`config.mk`:
```
export PLATFORM = sky130hd
export DESIGN_NAME = load_resp_flat
export DESIGN_NICKNAME = d
export VERILOG_FILES = /design/src/rtl/load_resp_pkg.sv /design/src/rtl/load_if.sv /design/src/rtl/load_miss_fifo.sv /design/src/rtl/load_resp.sv /design/src/flat_wrapper.sv
export SDC_FILE = /design/constraint.sdc
export NUM_CORES = 1
export LEC_CHECK = 0
export CAP_MARGIN = 5
export CORE_MARGIN = 2
export CORE_UTILIZATION = 55
export CTS_CLUSTER_SIZE = 12
export DETAILED_ROUTE_END_ITERATION = 8
export GPL_TIMING_DRIVEN = 0
export HOLD_SLACK_MARGIN = 0.06
export PLACE_DENSITY_LB_ADDON = 0.15
export REMOVE_ABC_BUFFERS = 1
export SLEW_MARGIN = 10
export SYNTH_ARGS = -nofsm -noshare
export SYNTH_HDL_FRONTEND = slang
export SYNTH_SLANG_ARGS = --single-unit
```
`constraint.sdc`:
```
create_clock -name clk -period 5.6 [get_ports clk]
set_clock_uncertainty 0.15 [all_clocks]
set_input_delay 1.12 -clock clk [delete_from_list [all_inputs] [get_ports clk]]
set_output_delay 1.12 -clock clk [all_outputs]
set_load 0.05 [all_outputs]
```
`src/rtl/load_resp_pkg.sv`:
```
// Shared types for the load responder: index/data widths, miss-queue entry, FSM states.
package load_resp_pkg;

   localparam int MEM_IDX_W = 8;
   localparam int LQ_IDX_W  = 4;
   localparam int BLK_W     = 32;

   typedef logic                 bool;
   typedef logic [MEM_IDX_W-1:0] mem_idx_t;
   typedef logic [LQ_IDX_W-1:0]  lq_idx_t;
   typedef logic [BLK_W-1:0]     mem_blk_t;

   // One pending miss: which block to fetch and which load-queue slot waits for it.
   typedef struct packed {
      mem_idx_t mem_idx;
      lq_idx_t  lq_idx;
   } mq_entry_t;

   typedef enum logic [1:0] {
      MEM_IDLE = 2'd0,
      MEM_REQ  = 2'd1,
      MEM_WAIT = 2'd2
   } mem_state_e;

   localparam mq_entry_t MQ_ENTRY_ZERO = '{mem_idx: 8'h00, lq_idx: 4'h0};
   localparam mem_blk_t  MEM_BLK_ZERO  = 32'h0000_0000;
   localparam mem_idx_t  MEM_IDX_ZERO  = 8'h00;
   localparam lq_idx_t   LQ_IDX_ZERO   = 4'h0;

   // Next slot in a ring of n entries (works for any n, not just powers of two).
   function automatic logic [31:0] ring_next(input logic [31:0] cur, input logic [31:0] n);
      if ((cur + 32'd1) >= n) begin
         ring_next = 32'd0;
      end else begin
         ring_next = cur + 32'd1;
      end
   endfunction

endpackage

```
`src/rtl/load_if.sv`:
```
// Load query/ack/hit/answer channel between the load queue and the responder.
interface load;
   import load_resp_pkg::*;

   bool      qry;
   mem_idx_t qry_mem_idx;
   lq_idx_t  qry_lq_idx;
   bool      ack;
   lq_idx_t  ack_head;
   bool      hit;
   mem_blk_t hit_blk;
   bool      ans;
   lq_idx_t  ans_head;
   mem_blk_t ans_blk;

   modport ds (
      input  qry, qry_mem_idx, qry_lq_idx,
      output ack, ack_head, hit, hit_blk, ans, ans_head, ans_blk
   );

   modport us (
      output qry, qry_mem_idx, qry_lq_idx,
      input  ack, ack_head, hit, hit_blk, ans, ans_head, ans_blk
   );
endinterface

```
`src/rtl/load_miss_fifo.sv`:
```
// Miss queue: ordered FIFO of outstanding misses; full/empty reflect pre-edge occupancy.
module load_miss_fifo
   import load_resp_pkg::*;
#(
   parameter int DEPTH = 4
) (
   input  logic      clk,
   input  logic      rst_n,
   input  logic      push_i,
   input  mq_entry_t push_data_i,
   input  logic      pop_i,
   output logic      full_o,
   output logic      empty_o,
   output mq_entry_t head_o
);
   localparam int PW = (DEPTH > 1) ? $clog2(DEPTH) : 1;
   localparam int CW = $clog2(DEPTH + 1);
   localparam logic [CW-1:0] CNT_ONE = CW'(32'd1);

   mq_entry_t     mem_q [DEPTH];
   logic [PW-1:0] head_q, head_d, tail_q, tail_d;
   logic [CW-1:0] cnt_q, cnt_d;
   logic          do_push_s, do_pop_s;

   assign full_o    = (cnt_q == CW'(DEPTH));
   assign empty_o   = (cnt_q == {CW{1'b0}});
   assign do_push_s = push_i && !full_o;
   assign do_pop_s  = pop_i && !empty_o;
   assign head_o    = mem_q[head_q];

   // Pointer and occupancy next-state; pointers wrap at DEPTH.
   always_comb begin
      head_d = head_q;
      tail_d = tail_q;
      cnt_d  = cnt_q;
      if (do_push_s) begin
         tail_d = PW'(ring_next(32'(tail_q), 32'(DEPTH)));
      end else begin
         tail_d = tail_q;
      end
      if (do_pop_s) begin
         head_d = PW'(ring_next(32'(head_q), 32'(DEPTH)));
      end else begin
         head_d = head_q;
      end
      case ({do_push_s, do_pop_s})
         2'b10:   cnt_d = cnt_q + CNT_ONE;
         2'b01:   cnt_d = cnt_q - CNT_ONE;
         default: cnt_d = cnt_q;
      endcase
   end

   // Pointer and occupancy registers.
   always_ff @(posedge clk or negedge rst_n) begin
      if (!rst_n) begin
         head_q <= {PW{1'b0}};
         tail_q <= {PW{1'b0}};
         cnt_q  <= {CW{1'b0}};
      end else begin
         head_q <= head_d;
         tail_q <= tail_d;
         cnt_q  <= cnt_d;
      end
   end

   // Entry storage, written at the tail on an accepted push.
   always_ff @(posedge clk or negedge rst_n) begin
      if (!rst_n) begin
         for (int i = 0; i < DEPTH; i++) begin
            mem_q[i] <= MQ_ENTRY_ZERO;
         end
      end else if (do_push_s) begin
         mem_q[tail_q] <= push_data_i;
      end
   end

endmodule

```
`src/rtl/load_resp.sv`:
```
// Load responder: line-buffer lookup with fill bypass, miss queue, single-outstanding memory fetch.
module load_resp
   import load_resp_pkg::*;
#(
   parameter int LB_ENTRIES = 4,
   parameter int MQ_DEPTH   = 4
) (
   input  logic     clk,
   input  logic     rst_n,
   load.ds          ld,
   output logic     mem_req,
   output mem_idx_t mem_req_idx,
   input  logic     mem_gnt,
   input  logic     mem_rsp,
   input  mem_blk_t mem_rsp_blk
);
   localparam int LW = (LB_ENTRIES > 1) ? $clog2(LB_ENTRIES) : 1;

   mem_state_e            state_q, state_d;
   logic [LB_ENTRIES-1:0] lb_vld_q;
   mem_idx_t              lb_tag_q [LB_ENTRIES];
   mem_blk_t              lb_dat_q [LB_ENTRIES];
   logic [LW-1:0]         rep_ptr_q;
   logic                  ans_q;
   lq_idx_t               ans_head_q;
   mem_blk_t              ans_blk_q;

   mq_entry_t     mq_head_s, mq_push_data_s;
   logic          mq_full_s, mq_empty_s, mq_push_s, mq_pop_s;
   logic          rsp_ok_s, byp_hit_s, lb_hit_s, hit_s, fill_match_s;
   logic [LW-1:0] lb_hit_sel_s, fill_sel_s;
   mem_blk_t      hit_blk_s;

   // A response only counts while a request is actually outstanding.
   assign rsp_ok_s       = mem_rsp && (state_q == MEM_WAIT);
   assign mq_pop_s       = rsp_ok_s;
   assign byp_hit_s      = rsp_ok_s && (mq_head_s.mem_idx == ld.qry_mem_idx);
   assign hit_s          = byp_hit_s || lb_hit_s;
   assign mq_push_data_s = '{mem_idx: ld.qry_mem_idx, lq_idx: ld.qry_lq_idx};

   load_miss_fifo #(.DEPTH(MQ_DEPTH)) u_mq (
      .clk         (clk),
      .rst_n       (rst_n),
      .push_i      (mq_push_s),
      .push_data_i (mq_push_data_s),
      .pop_i       (mq_pop_s),
      .full_o      (mq_full_s),
      .empty_o     (mq_empty_s),
      .head_o      (mq_head_s)
   );

   // Tag match of the query and of the filling block against the (pre-fill) line buffer.
   always_comb begin
      lb_hit_s     = 1'b0;
      lb_hit_sel_s = {LW{1'b0}};
      fill_match_s = 1'b0;
      fill_sel_s   = {LW{1'b0}};
      for (int i = 0; i < LB_ENTRIES; i++) begin
         if (!lb_hit_s && lb_vld_q[i] && (lb_tag_q[i] == ld.qry_mem_idx)) begin
            lb_hit_s     = 1'b1;
            lb_hit_sel_s = LW'(i);
         end else begin
            lb_hit_s     = lb_hit_s;
         end
         if (!fill_match_s && lb_vld_q[i] && (lb_tag_q[i] == mq_head_s.mem_idx)) begin
            fill_match_s = 1'b1;
            fill_sel_s   = LW'(i);
         end else begin
            fill_match_s = fill_match_s;
         end
      end
   end

   // Hit data select: the in-flight block wins over the buffered copy.
   always_comb begin
      hit_blk_s = MEM_BLK_ZERO;
      if (byp_hit_s) begin
         hit_blk_s = mem_rsp_blk;
      end else if (lb_hit_s) begin
         hit_blk_s = lb_dat_q[lb_hit_sel_s];
      end else begin
         hit_blk_s = MEM_BLK_ZERO;
      end
   end

   // Query handshake: accept hits always, misses only while the queue has room.
   always_comb begin
      ld.ack     = 1'b0;
      ld.hit     = 1'b0;
      ld.hit_blk = MEM_BLK_ZERO;
      mq_push_s  = 1'b0;
      if (rst_n && ld.qry) begin
         ld.ack     = hit_s || !mq_full_s;
         ld.hit     = hit_s;
         ld.hit_blk = hit_blk_s;
         mq_push_s  = !hit_s && !mq_full_s;
      end else begin
         mq_push_s  = 1'b0;
      end
   end

   assign ld.ack_head = ld.qry_lq_idx;
   assign ld.ans      = ans_q;
   assign ld.ans_head = ans_head_q;
   assign ld.ans_blk  = ans_blk_q;
   assign mem_req     = rst_n && (state_q == MEM_REQ);
   assign mem_req_idx = mq_head_s.mem_idx;

   // Memory FSM next-state: fetch the queue head, one request in flight at a time.
   always_comb begin
      state_d = state_q;
      case (state_q)
         MEM_IDLE: if (!mq_empty_s) state_d = MEM_REQ;  else state_d = MEM_IDLE;
         MEM_REQ:  if (mem_gnt)     state_d = MEM_WAIT; else state_d = MEM_REQ;
         MEM_WAIT: if (mem_rsp)     state_d = MEM_IDLE; else state_d = MEM_WAIT;
         default:  state_d = MEM_IDLE;
      endcase
   end

   // Memory FSM state register.
   always_ff @(posedge clk or negedge rst_n) begin
      if (!rst_n) begin
         state_q <= MEM_IDLE;
      end else begin
         state_q <= state_d;
      end
   end

   // Registered answer: a one-cycle pulse the cycle after the memory response.
   always_ff @(posedge clk or negedge rst_n) begin
      if (!rst_n) begin
         ans_q      <= 1'b0;
         ans_head_q <= LQ_IDX_ZERO;
         ans_blk_q  <= MEM_BLK_ZERO;
      end else begin
         ans_q <= rsp_ok_s;
         if (rsp_ok_s) begin
            ans_head_q <= mq_head_s.lq_idx;
            ans_blk_q  <= mem_rsp_blk;
         end
      end
   end

   // Line-buffer fill: refresh a matching entry in place, else replace FIFO-order victim.
   always_ff @(posedge clk or negedge rst_n) begin
      if (!rst_n) begin
         lb_vld_q  <= {LB_ENTRIES{1'b0}};
         rep_ptr_q <= {LW{1'b0}};
         for (int i = 0; i < LB_ENTRIES; i++) begin
            lb_tag_q[i] <= MEM_IDX_ZERO;
            lb_dat_q[i] <= MEM_BLK_ZERO;
         end
      end else if (rsp_ok_s) begin
         if (fill_match_s) begin
            lb_dat_q[fill_sel_s] <= mem_rsp_blk;
         end else begin
            lb_vld_q[rep_ptr_q] <= 1'b1;
            lb_tag_q[rep_ptr_q] <= mq_head_s.mem_idx;
            lb_dat_q[rep_ptr_q] <= mem_rsp_blk;
            rep_ptr_q           <= LW'(ring_next(32'(rep_ptr_q), 32'(LB_ENTRIES)));
         end
      end
   end

endmodule

```
`src/flat_wrapper.sv`:
```
// flat-port wrapper written by rule: the top's interface ports become plain ports
module load_resp_flat import load_resp_pkg::*;
#(
   parameter int LB_ENTRIES = 4,
   parameter int MQ_DEPTH   = 4
)
  (clk, rst_n, mem_req, mem_req_idx, mem_gnt, mem_rsp, mem_rsp_blk, ld_qry, ld_qry_mem_idx, ld_qry_lq_idx, ld_ack, ld_ack_head, ld_hit, ld_hit_blk, ld_ans, ld_ans_head, ld_ans_blk);
  load ld_i ();
  input  logic clk;
  input  logic rst_n;
  output logic mem_req;
  output mem_idx_t mem_req_idx;
  input  logic mem_gnt;
  input  logic mem_rsp;
  input  mem_blk_t mem_rsp_blk;
  input wire logic [$bits(ld_i.qry)-1:0] ld_qry;
  input wire logic [$bits(ld_i.qry_mem_idx)-1:0] ld_qry_mem_idx;
  input wire logic [$bits(ld_i.qry_lq_idx)-1:0] ld_qry_lq_idx;
  output wire logic [$bits(ld_i.ack)-1:0] ld_ack;
  output wire logic [$bits(ld_i.ack_head)-1:0] ld_ack_head;
  output wire logic [$bits(ld_i.hit)-1:0] ld_hit;
  output wire logic [$bits(ld_i.hit_blk)-1:0] ld_hit_blk;
  output wire logic [$bits(ld_i.ans)-1:0] ld_ans;
  output wire logic [$bits(ld_i.ans_head)-1:0] ld_ans_head;
  output wire logic [$bits(ld_i.ans_blk)-1:0] ld_ans_blk;
  assign ld_i.qry = ld_qry;
  assign ld_i.qry_mem_idx = ld_qry_mem_idx;
  assign ld_i.qry_lq_idx = ld_qry_lq_idx;
  assign ld_ack = ld_i.ack;
  assign ld_ack_head = ld_i.ack_head;
  assign ld_hit = ld_i.hit;
  assign ld_hit_blk = ld_i.hit_blk;
  assign ld_ans = ld_i.ans;
  assign ld_ans_head = ld_i.ans_head;
  assign ld_ans_blk = ld_i.ans_blk;
  load_resp #(.LB_ENTRIES(LB_ENTRIES), .MQ_DEPTH(MQ_DEPTH)) u_core (.clk(clk), .rst_n(rst_n), .ld(ld_i), .mem_req(mem_req), .mem_req_idx(mem_req_idx), .mem_gnt(mem_gnt), .mem_rsp(mem_rsp), .mem_rsp_blk(mem_rsp_blk));
endmodule
```
Fig. 1: run 1, the metal 2 layer
Cells faint in the background.
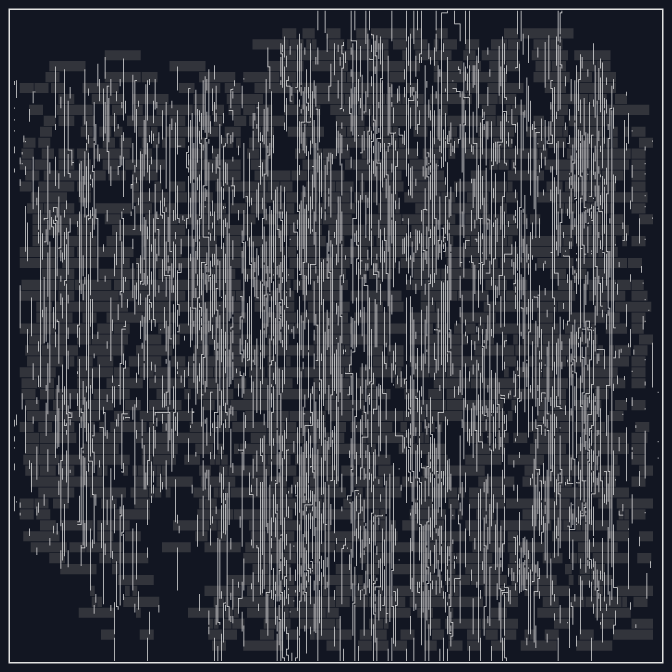
The layer carries 16800 um of wire. 1193 nets have wire on it. The wires run mostly vertical. The layer holds 49% of the routed length.
final wirelength: 34580 um
vias: 10.00k
met2 usage: 44.24%

Fig. 2: run 1, logic cells by family
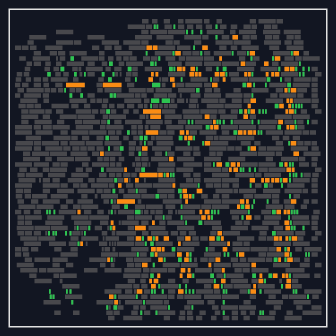
Key: green = NAND gates [cells 254, most used nand2_1, where all over the die]; orange = inverting AOI/OAI gates [cells 181, most used o21ai_0]

Fig. 3: run 1, cell placement
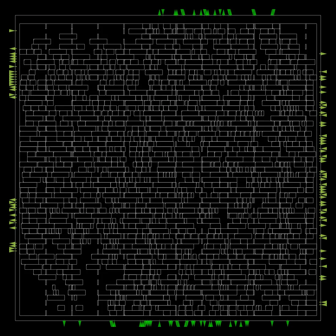
flop share of the area: 39.59%
Util after Layout: 67.26%
seq_cells: 260
Rows: 57
Core Footprint: 0.02446 mm^2

==> impl_metrics.py, run 1 <==
# Physical implementation metrics
metrics = {
    "outcome": {
        "outcome": "finished clean",
    },
    "place": {
        "dp_hpwl_um": 22060,
        "io_buffers": 132,
        "dp.cells": 1594,
    },
    "synthesis": {
        "ys.flop_type": "dfrtp_1",
        "edf_count": 0,
        "synth_flops": 260,
        "yosys_warnings": 0,
        "ys_seq_share_pct": 47.26,
        "ys_area_mm2": 0.01377,
        "topCellsByArea": "dfrtp_1 (47%), mux2_2 (9.7%), mux2i_1 (5.7%)",
        "synth_area_per_cell_um2": 11.31,
        "synthDominantCellAreaShare_pct": 47.26,
        "syn_inst": 1217,
        "syn_area_mm2": 0.01377,
        "most_common_cell": "dfrtp_1",
        "synthTopCellsByCount": "dfrtp_1 (260), nand2_1 (192), mux2_2 (119), mux2i_1 (79), xnor2_1 (58)",
    },
    "setup_path": {
        "crit_arrival_ns": 4.21,
        "worstSetupEndpointType": "output port",
        "r2r_cells": 7,
    },
    "layout": {
        "layout.cells.most_common": "dfrtp_1",
        "fin_nets": 1363,
        "antennaDiodeCount": 0,
        "stdcell_area_mm2": 0.01645,
        "drive_gt1_share_pct": 19.23,
        "fin_cells": 1645,
    },
    "route": {
        "detail_route.first_pass.iterations": 6,
        "drt_iter0_drc": 867,
        "viasPerCell": 6.081,
        "drcViolationCount": 0,
        "wl_per_cell_um": 21.02,
    },
    "pwr": {
        "total_power_mw": 9.381,
        "ir_drop_uv": 543.0,
        "p_switching_mw": 3.840,
        "p_int_mw": 5.541,
        "swShare_pct": 40.93,
        "clockPowerShare_pct": 19.4,
        "power_leakage_nw": 7.374,
    },
    "final_timing": {
        "finalSetupViolations": 0,
        "finalHoldViolCount": 0,
        "rsz0062_at_grt": "yes",
        "drv_slew": 0,
    },
    "clocking": {
        "clockRootBuffer": "clkbuf_16",
        "cts-hold-fix-buffers": 0,
        "cts_buffers": 28,
        "clk_latency_ns": 0.54,
        "cts_tree": "yes",
        "clk_pin_slew_ns": 0.06,
        "clock-sinks": 260,
        "cts_buffer_depth": 3,
    },
    "global_route": {
        "grt_max_degree": 111,
        "grt.total_usage_pct": 26.44,
        "antenna_found_initial": 0,
        "grt_pass1_vias": 10250,
        "grt_pass1_wl_um": 55340,
        "grt_overflow": 0,
    },
    "job": {
        "tool_warnings": 37,
        "max-cap-violations": 0,
    },
    "floorplan": {
        "die_h_um": 162.2,
        "initCoreUtil_pct": 56.28,
    },
    "hold_path": {
        "hp-class": "flop to flop",
    },
}
run 1: layer usage:
layer	up-vias	GRT usage, %	routed length [um]
met4	0	8.568	799
met1	5082	36.36	15290
met5	-	0	0
met3	62	2.886	1680
met2	313	44.24	16810
li1	4546	-	-
run 1: stage by stage:
step / worst slack, ns / TNS (ns)
floorplan: -1.774 / -78.11
global placement: -13.61 / -3158.45
detailed placement: -1.106 / -29.97
CTS: 0.02133 / 0
global route: -0.02705 / -0.03622
finish: 0.1154 / 0
run 1: cells by family after synthesis:
family                     Yosys count  synth area share (%)
muxes                              270                 22.84
buffers and inverters              119                 4.280
adders and majority gates           12                 1.145
xor gates and xnor gates            79                 5.025
AOI/OAI and AO/OA                  186                 9.687
and+or+nand+nor                    291                 9.769
DFF                                260                 47.26
run 1: worst paths after layout:
kind	start	end	slack [ns]
min in group asynchronous	rst_n	u_core.ld.ans_blk[3]$_DFFE_PN0P_	0.34
hold reg to reg	u_core.lb_vld_q[0]$_DFFE_PN0P_	u_core.lb_vld_q[0]$_DFFE_PN0P_	0.32
setup / recovery	ld_qry_mem_idx[6]	ld_hit_blk[14]	0.12
hold / removal	u_core.lb_vld_q[0]$_DFFE_PN0P_	u_core.lb_vld_q[0]$_DFFE_PN0P_	0.32
setup reg to reg	u_core.u_mq.head_q[0]$_DFFE_PN0P_	u_core.lb_dat_q[65]$_DFFE_PN0P_	1.16
max in group asynchronous	rst_n	u_core.u_mq.head_q[1]$_DFFE_PN0P_	4.05
run 1: state kept, by name, indices dropped and copies added, names as in the netlist:
signal,count
u_core.lb_vld_q,4
u_core.lb_tag_q,32
u_core.u_mq.mem_q,48
u_core.rep_ptr_q,2
u_core.u_mq.tail_q,2
u_core.ld.ans_head,4
u_core.state_q,2
u_core.ld.ans_blk,32
u_core.ld.ans,1
u_core.lb_dat_q,128
u_core.u_mq.cnt_q,3
u_core.u_mq.head_q,2
run 1: final cells by class:
cell class / instances / area [um^2] / area share [%]
inverters: 14 / 57.56 / 0.3498
well taps: 324 / 405.4 / 2.464
repair buffers: 160 / 1802 / 10.95
multi-input cells: 838 / 6768 / 41.13
flip-flops and latches: 260 / 6514 / 39.59
clock buffers: 44 / 882.1 / 5.361
clock inverters: 5 / 25.02 / 0.1521
run 1: critical path, cell delays in order:
cell and delay, ns:
dlygate4sd2_1 0.56, xnor2_1 0.19, nand3_1 0.11, or4_4 0.72
a21oi_4 0.27, buf_16 0.21, mux2i_1 0.09, o221ai_1 0.33
dlygate4sd2_1 0.58
run 1: power groups by stage:
stage / clock network (mW) / registers [mW] / logic, mW
floorplan: 0 / 3.52 / 2.49
global placement: 0 / 3.24 / 3.87
detailed placement: 0 / 3.28 / 4.26
CTS: 1.84 / 3.25 / 4.28
global route: 1.93 / 3.35 / 4.63
finish: 1.82 / 3.25 / 4.31
run 1: what timing repair did:
action / CTS / global route
pin swaps: 1 / 0
gates resized: 59 / 2
endpoints found under the setup margin: 34 / 30
gates cloned: 0 / 0
buffers inserted: 1 / 1
Fig. 4: run 1, clock wires, drivers and flops
The bar under the picture is 50 um long.
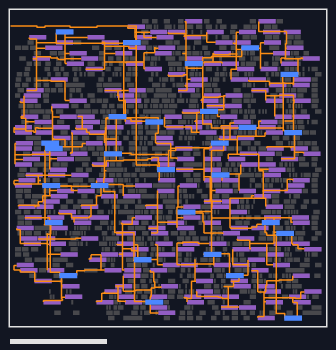

==> run 2: changes to the inputs <==
CORE_UTILIZATION = 52   (was 55)
clock period = 4.7 ns   (was 5.6 ns; I/O delays follow)
Fig. 5: run 2, clock wires, drivers and flops
The bar under the picture is 50 um long.
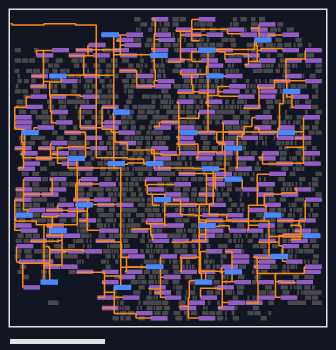
Key: orange = clock wires [length 3410 um]; blue = cells driving clock nets [count 30]; purple = flip-flops [count 260]
Position of the flops: all over the die.

Fig. 6: run 2, the metal 2 layer
Cells faint in the background.
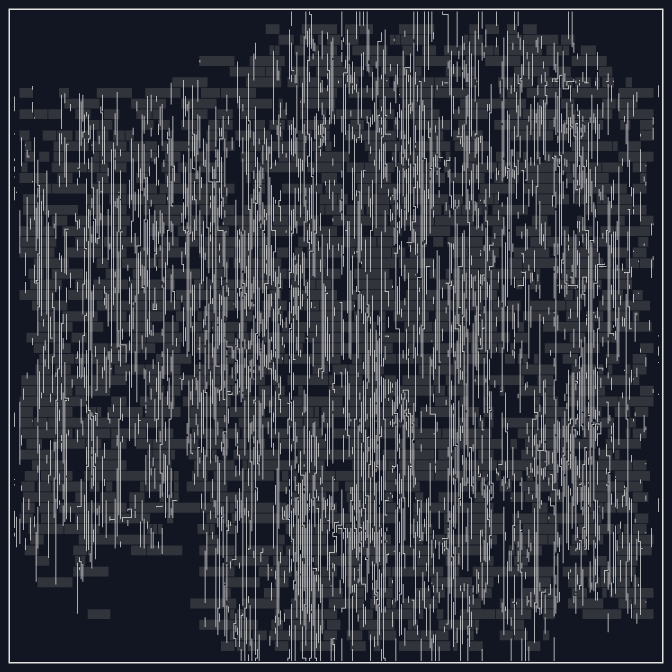
The wires run mostly vertical. The longest straight run is 68.0 um. The layer carries 16700 um of wire. 1205 nets have wire on it. The layer holds 47% of the routed length.

==> impl_metrics.py, run 2 <==
# Physical implementation metrics
metrics = {
    "outcome": {
        "outcome": "finished clean",
    },
    "place": {
        "dp_hpwl_um": 21810,
        "io_buffers": 132,
        "post-place-ws_ns": -1.953,
        "dp.cells": 1604,
    },
    "synthesis": {
        "topCellsByArea": "dfrtp_1 (47%), mux2_2 (9.7%), mux2i_1 (5.7%)",
        "yosys_warnings": 0,
        "synthDominantCellAreaShare_pct": 47.26,
        "synth_cell_types": 53,
        "synthAdderAreaFrac_pct": 1.145,
        "ys_area_mm2": 0.01377,
        "simple_gate_share_pct": 9.769,
        "syn_inst": 1217,
        "edf_count": 0,
        "synthMuxAreaShare_pct": 22.84,
        "ys_top_logic_family": "multiplexers",
        "ys.flop_type": "dfrtp_1",
        "ys_sh_xor_pct": 5.025,
        "ys_seq_share_pct": 47.26,
        "most_common_cell": "dfrtp_1",
        "synthTopCellsByCount": "dfrtp_1 (260), nand2_1 (192), mux2_2 (119), mux2i_1 (79), xnor2_1 (58)",
        "synth_area_per_cell_um2": 11.31,
        "ys_sh_aoi_pct": 9.687,
        "syn_area_mm2": 0.01377,
        "synth_flops": 260,
    },
    "floorplan": {
        "core_area_mm2": 0.02606,
        "die_h_um": 166.7,
        "initCoreUtil_pct": 52.84,
        "placement_rows": 59,
        "die_width_um": 166.7,
    },
    "setup_path": {
        "cp_max_fo": 17,
        "path_common_cell": "buf_16",
        "r2r_end": "u_core.lb_dat_q[93]$_DFFE_PN0P_",
        "cp_slowest_stage_delay_ns": 0.60,
        "r2r_start": "u_core.u_mq.head_q[0]$_DFFE_PN0P_",
        "crit_family": "buffers and inverters",
        "r2r_cells": 9,
        "worst-path-buf-inv": 5,
        "worstSetupPathType": "primary input to output port",
        "path_cells": "buf_2, xnor2_1, nand2_1, or4_4, buf_16, a21oi_4, buf_16, buf_12, mux2i_1, o221ai_1, buf_4",
        "crit_arrival_ns": 3.51,
        "worstSetupEndpointType": "output port",
        "rrSetupSlack_ns": 0.38,
        "critPathSlowestCell": "or4_4",
    },
    "clocking": {
        "cts_tree": "yes",
        "cts-hold-fix-buffers": 0,
        "cts_buffers": 30,
        "clk_latency_ns": 0.56,
        "cts_buffer_depth": 3,
        "clk_pin_slew_ns": 0.06,
        "clock-sinks": 260,
        "clockRootBuffer": "clkbuf_16",
        "htree_levels": 1,
    },
    "global_route": {
        "grt_max_degree": 104,
        "antenna_found_initial": 0,
        "grt.total_usage_pct": 25.08,
        "grt_pass1_wl_um": 56210,
        "grt_pass1_vias": 10040,
        "grt_overflow": 0,
    },
    "layout": {
        "largest_reg_flops": 128,
        "fin_util_pct": 63.90,
        "largest_register": "u_core.lb_dat_q",
        "drive_gt1_share_pct": 23.65,
        "top_regs": "u_core.lb_dat_q (128), u_core.u_mq.mem_q (48)",
        "fin_nets": 1386,
        "fin_cells": 1684,
        "antennaDiodeCount": 0,
        "layout.cells.most_common": "dfrtp_1",
        "stdcell_area_mm2": 0.01665,
    },
    "route": {
        "finalWirelength_um": 35680,
        "viasPerCell": 6.001,
        "drt_iter0_drc": 837,
        "drcViolationCount": 0,
        "vias": 10110,
        "wl_per_cell_um": 21.19,
        "detail_route.first_pass.iterations": 5,
    },
    "final_timing": {
        "drv_slew": 0,
        "slew_headroom_pct": 16.16,
        "finalSetupViolations": 0,
        "setup_ws_ns": 0.09821,
        "rsz0062_at_grt": "no",
    },
    "hold_path": {
        "hp-class": "primary input to asynchronous set/reset pin",
    },
    "pwr": {
        "power_leakage_nw": 7.472,
        "ir_drop_uv": 642.2,
    },
    "job": {
        "max-cap-violations": 0,
        "tool_warnings": 34,
    },
}
Fig. 7: run 2, cells coloured by class
The bar under the picture is 50 um long.
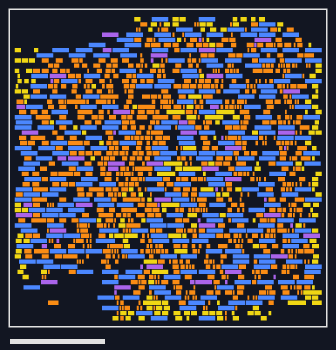
Key: purple = clock drivers and dummy loads [cells 56, share of their area 5.8%]; yellow = other buffers and delay cells [cells 179, share of their area 12%]; blue = flip-flops [cells 260, share of their area 40%]; orange = all other logic [cells 854, share of their area 42%]

## run 2: cell counts after synthesis
No cell type changed its count.
## run 2: cell families (layout without fill, tap and decap cells)
family | count (synthesis) | after routing
XOR/XNOR | 79 | 79
AND-OR/OR-AND | 186 | 186
AND/OR/NAND/NOR | 291 | 292
buffers and inverters | 119 | 250
adder cells (fa/ha/maj) | 12 | 12
flip-flops | 260 | 260
multiplexers | 270 | 270
## run 2: what timing repair did
action,CTS,global route
gates resized,180,28
cloned,1,2
pin swaps,6,2
setup buffers,14,7
endpoints found under the setup margin,84,31
## run 2: worst max-delay path by stage
stage,depth (start not counted),to,start
floorplan,6,ld_hit_blk[0],ld_qry_mem_idx[7]
global placement,6,ld_hit_blk[21],rst_n
detailed placement,11,ld_hit_blk[13],ld_qry_mem_idx[3]
CTS,9,ld_hit_blk[21],mem_rsp
global route,12,ld_hit_blk[9],mem_rsp
finish,11,ld_hit_blk[13],ld_qry_mem_idx[0]
## run 2: worst register-to-register path: cells and delay by family (launching register included)
family	cells	cell delay [ns]
muxes	2	0.94
xor gates and xnor gates	1	0.14
DFF	1	0.49
and+or+nand+nor	2	0.96
buffers and inverters	2	0.38
AOI/OAI and AO/OA	2	1.15
## run 2: through the flow
stage	power, mW	hold slack, ns	TNS, ns
after floorplan	7.153	0.2755	-137.15
after global placement	8.461	0.2951	-3581.02
after detailed placement	8.942	0.2954	-67.58
after CTS	11.34	0.1971	0
after global routing	12.06	0.2361	0
final	11.40	0.1844	0
## run 2: final cells by class
cell class / count / area [um^2]
clock inverters: 15 / 92.59
repair inverters: 1 / 8.758
flip-flops and latches: 260 / 6514
repair buffers: 179 / 1898
inverters: 14 / 65.06
fillers: 2059 / 9408
clock buffers: 41 / 852.1
well taps: 335 / 419.2
multi-input cells: 839 / 6802
## run 2: power breakdown
group / switching, mW / internal [mW]
logic: 3.07 / 2.29
registers: 0.670 / 3.16
clock network: 0.947 / 1.27
## run 2: per-layer routing
metal  share of wire, %  wire [um]  GRT usage [%]
met5                  0          0              0
met2                 47      16710          40.10
met3                5.4       1911          3.375
met4                2.3        813          7.271
met1                 46      16250          36.02
Power is estimated from default activity; no workload was simulated.
